--- src/rtl/ps2_host_tx.sv ---
// PS/2 host-to-device byte transmitter: inhibits the bus, issues a request-to-send,
// shifts data/parity/stop on device clock falling edges and checks the device ACK.
module ps2_host_tx #(
   parameter int INHIBIT_CYCLES = 5000,
   parameter int TIMEOUT_CYCLES = 750000
) (
   input  logic       clk,
   input  logic       rst_n,
   input  logic       send_valid,
   input  logic [7:0] send_data,
   output logic       send_ready,
   input  logic       ps2_clk_in,
   input  logic       ps2_dat_in,
   output logic       ps2_clk_oe,
   output logic       ps2_dat_oe,
   output logic       busy,
   output logic       done,
   output logic       error
);

   localparam int CNT_MAX = (INHIBIT_CYCLES > TIMEOUT_CYCLES) ? INHIBIT_CYCLES : TIMEOUT_CYCLES;
   localparam int CW      = $clog2(CNT_MAX + 1);
   localparam logic [CW-1:0] INH_LAST = CW'(INHIBIT_CYCLES - 1);
   localparam logic [CW-1:0] TO_LAST  = CW'(TIMEOUT_CYCLES - 1);

   typedef enum logic [2:0] {
      IDLE      = 3'd0,
      INHIBIT   = 3'd1,
      REQUEST   = 3'd2,
      SEND      = 3'd3,
      ACK       = 3'd4,
      WAIT_IDLE = 3'd5
   } state_t;

   function automatic logic odd_parity(input logic [7:0] b);
      return ~^b;
   endfunction

   state_t        state_q, state_d;
   logic [7:0]    data_q, data_d;
   logic          par_q, par_d;
   logic [3:0]    idx_q, idx_d;
   logic [CW-1:0] cnt_q, cnt_d;
   logic          clk_oe_q, clk_oe_d;
   logic          dat_oe_q, dat_oe_d;
   logic          ready_q, ready_d;
   logic          done_q, done_d;
   logic          error_q, error_d;
   logic          clk_s1_q, clk_s2_q, clk_prev_q;
   logic          dat_s1_q, dat_s2_q;
   logic          fall_s;

   assign fall_s     = clk_prev_q & ~clk_s2_q;
   assign send_ready = ready_q;
   assign busy       = ~ready_q;
   assign ps2_clk_oe = clk_oe_q;
   assign ps2_dat_oe = dat_oe_q;
   assign done       = done_q;
   assign error      = error_q;

   // Synchronizers reset to the idle-high bus level so reset release is not seen as an edge.
   always_ff @(posedge clk or negedge rst_n) begin
      if (!rst_n) begin
         clk_s1_q   <= 1'b1;
         clk_s2_q   <= 1'b1;
         clk_prev_q <= 1'b1;
         dat_s1_q   <= 1'b1;
         dat_s2_q   <= 1'b1;
      end else begin
         clk_s1_q   <= ps2_clk_in;
         clk_s2_q   <= clk_s1_q;
         clk_prev_q <= clk_s2_q;
         dat_s1_q   <= ps2_dat_in;
         dat_s2_q   <= dat_s1_q;
      end
   end

   always_ff @(posedge clk or negedge rst_n) begin
      if (!rst_n) begin
         state_q  <= IDLE;
         data_q   <= 8'h00;
         par_q    <= 1'b0;
         idx_q    <= 4'd0;
         cnt_q    <= '0;
         clk_oe_q <= 1'b0;
         dat_oe_q <= 1'b0;
         ready_q  <= 1'b1;
         done_q   <= 1'b0;
         error_q  <= 1'b0;
      end else begin
         state_q  <= state_d;
         data_q   <= data_d;
         par_q    <= par_d;
         idx_q    <= idx_d;
         cnt_q    <= cnt_d;
         clk_oe_q <= clk_oe_d;
         dat_oe_q <= dat_oe_d;
         ready_q  <= ready_d;
         done_q   <= done_d;
         error_q  <= error_d;
      end
   end

   always_comb begin
      state_d  = state_q;
      data_d   = data_q;
      par_d    = par_q;
      idx_d    = idx_q;
      cnt_d    = cnt_q + CW'(1);
      clk_oe_d = clk_oe_q;
      dat_oe_d = dat_oe_q;
      ready_d  = ready_q;
      done_d   = 1'b0;
      error_d  = 1'b0;
      case (state_q)
         IDLE: begin
            cnt_d    = '0;
            idx_d    = 4'd0;
            clk_oe_d = 1'b0;
            dat_oe_d = 1'b0;
            ready_d  = 1'b1;
            if (send_valid && ready_q) begin
               data_d   = send_data;
               par_d    = odd_parity(send_data);
               clk_oe_d = 1'b1;
               ready_d  = 1'b0;
               state_d  = INHIBIT;
            end else begin
               state_d  = IDLE;
            end
         end
         INHIBIT: begin
            if (cnt_q == INH_LAST) begin
               dat_oe_d = 1'b1;
               cnt_d    = '0;
               state_d  = REQUEST;
            end else begin
               state_d  = INHIBIT;
            end
         end
         REQUEST: begin
            clk_oe_d = 1'b0;
            idx_d    = 4'd0;
            cnt_d    = '0;
            state_d  = SEND;
         end
         SEND: begin
            if (fall_s) begin
               cnt_d = '0;
               if (idx_q < 4'd8) begin
                  dat_oe_d = ~data_q[idx_q[2:0]];
                  idx_d    = idx_q + 4'd1;
               end else if (idx_q == 4'd8) begin
                  dat_oe_d = ~par_q;
                  idx_d    = 4'd9;
               end else begin
                  dat_oe_d = 1'b0;
                  state_d  = ACK;
               end
            end else if (cnt_q == TO_LAST) begin
               clk_oe_d = 1'b0;
               dat_oe_d = 1'b0;
               error_d  = 1'b1;
               ready_d  = 1'b1;
               cnt_d    = '0;
               state_d  = IDLE;
            end else begin
               state_d  = SEND;
            end
         end
         ACK: begin
            // The device pulls data low on this edge to acknowledge; high means NACK.
            if (fall_s && !dat_s2_q) begin
               cnt_d   = '0;
               state_d = WAIT_IDLE;
            end else if (fall_s || (cnt_q == TO_LAST)) begin
               clk_oe_d = 1'b0;
               dat_oe_d = 1'b0;
               error_d  = 1'b1;
               ready_d  = 1'b1;
               cnt_d    = '0;
               state_d  = IDLE;
            end else begin
               state_d  = ACK;
            end
         end
         WAIT_IDLE: begin
            if (clk_s2_q && dat_s2_q) begin
               done_d  = 1'b1;
               ready_d = 1'b1;
               cnt_d   = '0;
               state_d = IDLE;
            end else if (cnt_q == TO_LAST) begin
               clk_oe_d = 1'b0;
               dat_oe_d = 1'b0;
               error_d  = 1'b1;
               ready_d  = 1'b1;
               cnt_d    = '0;
               state_d  = IDLE;
            end else begin
               state_d = WAIT_IDLE;
            end
         end
         default: begin
            clk_oe_d = 1'b0;
            dat_oe_d = 1'b0;
            ready_d  = 1'b1;
            cnt_d    = '0;
            state_d  = IDLE;
         end
      endcase
   end

endmodule

--- config.mk ---
export PLATFORM = sky130hd
export DESIGN_NAME = ps2_host_tx
export DESIGN_NICKNAME = d
export VERILOG_FILES = /design/src/rtl/ps2_host_tx.sv
export SDC_FILE = /design/constraint.sdc
export NUM_CORES = 1
export LEC_CHECK = 0
export CORE_MARGIN = 8
export CORE_UTILIZATION = 35
export DETAILED_ROUTE_END_ITERATION = 10
export MAX_ROUTING_LAYER = met4
export REMOVE_ABC_BUFFERS = 1
export SLEW_MARGIN = 20
export SYNTH_ARGS = -nofsm -noshare
export SYNTH_HDL_FRONTEND = slang
export SYNTH_SLANG_ARGS = --single-unit
--- constraint.sdc ---
create_clock -name clk -period 2.36 [get_ports clk]
set_input_delay 0.708 -clock clk [delete_from_list [all_inputs] [get_ports clk]]
set_output_delay 0.708 -clock clk [all_outputs]
set_load 0.02 [all_outputs]
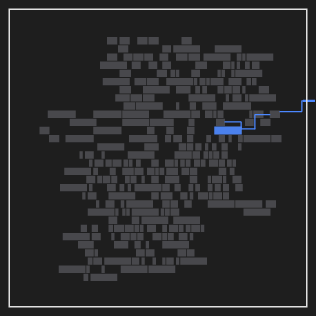
**Above:** port wiring.
(3 px per µm)
| port | colour | bits | direction | end cells | buffers | wire |
|---|---|---|---|---|---|---|
| `ps2_clk_oe` | blue | 1 | output | 1 | 1 | 33.9 µm |

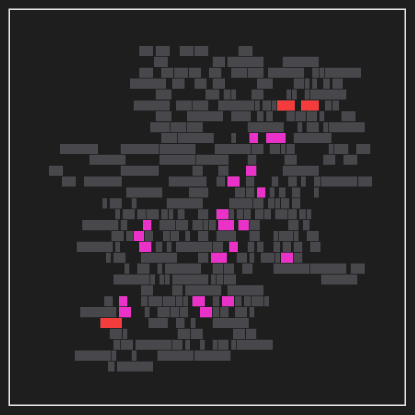
**Above:** logic cells by family.
(4 px per µm)
| family | colour | cells |
|---|---|---|
| adder and majority cells | red | 3 |
| AND and OR gates | magenta | 19 |
fin cells: 355
most common cell after layout, fill and taps aside: dfrtp_1
Comb/total area: 41.74%

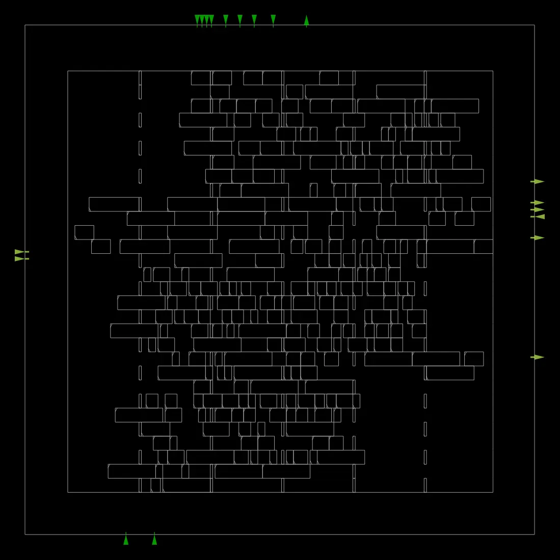
**Above:** placement view.
tap cells: 80
layout sequential cell count: 46
flop share of the area: 40.14%

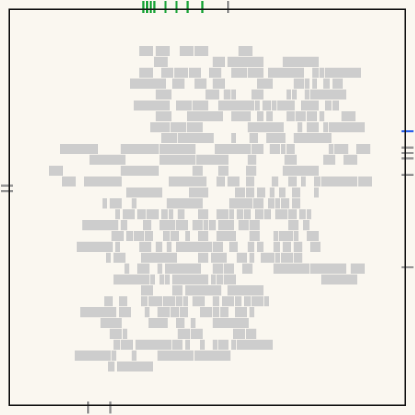
**Above:** pin placement.
(4 px per µm) Pins as bars across the die edge, other pins in grey.
| port | colour | pins | direction | edge |
|---|---|---|---|---|
| `send_data` | green | 8 | input | north |
| `ps2_clk_oe` | blue | 1 | output | east |
all pins by edge: 9 north, 6 east, 2 south, 2 west
Die X: 98.66 µm
chip height: 98.66 µm
port bufs: 18

==> results.txt <==
run results: clock skew=0.01416 ns, Internal Power=1037 µW, Post-synth top flop=dfrtp_1, Yosys Chip Area=0.002391 mm², mapped cell area=0.002391 mm², fmax=441.1 MHz, Final setup viols=0, layout filler cell count=655, drt pass-1 iters=4, NonClk Buf Share=11.01%, placed cell count=344, synthesized area per cell=10.13 µm², boundary pin count=19, Max VDD drop=191.3 µV, first-pass GRT wire length=9.197 mm, Seq pwr share=59.7%, Tot GR Track Use=11.86%, GP Congestion=0.8927, hold_buf cts=0, clk pwr=470 µW, dominant class by area=multi-input combinational cells, Clock Buffer Count=6, DR WL met3=189 µm, PwrDens=463.5 mW/mm², die area=0.009733 mm², Top Metal Used=met4, Leak=0.001235 µW, Multi-In Gates=178, post-synthesis sequential area ratio=48.46%, Post-route DRC=0, Gate Area=0.001205 mm², gr ovfl total=0, grt met2 use=18.21%, Vias/cell=5.315, number of global-route vias before repair=1,887, total number of vias=1,887, DRT iter0 DRCs=129, total power=1338 µW, status=finished clean, Final Max Tran Viols=0, post-CTS setup buffer count=2, Async SR Flop Fraction=100.0%
worst max-delay path by stage:
stage,from,end,cells after the start
floorplan,cnt_q[4],cnt_q[10],5
global placement,cnt_q[15],ps2_clk_oe,5
detailed placement,cnt_q[15],ps2_clk_oe,5
CTS,cnt_q[4],ps2_clk_oe,5
global route,cnt_q[4],ps2_clk_oe,5
finish,cnt_q[4],ps2_clk_oe,5
logic make-up after synthesis:
family	count (synthesis)	synth area share, %
xor+xnor	25	9.158
fa+ha+maj	3	1.570
buf+inv	12	2.041
mux	11	5.652
simple gates	103	23.39
compound gates	36	9.733
flops	46	48.46
critical path: stages (launching register included):
cell and delay, ns:
dfrtp_1 0.38, or4_4 0.54, or4_4 0.44, o21ai_4 0.15, or4b_4 0.48, o22a_1 0.18
Power is estimated from default activity; no workload was simulated.
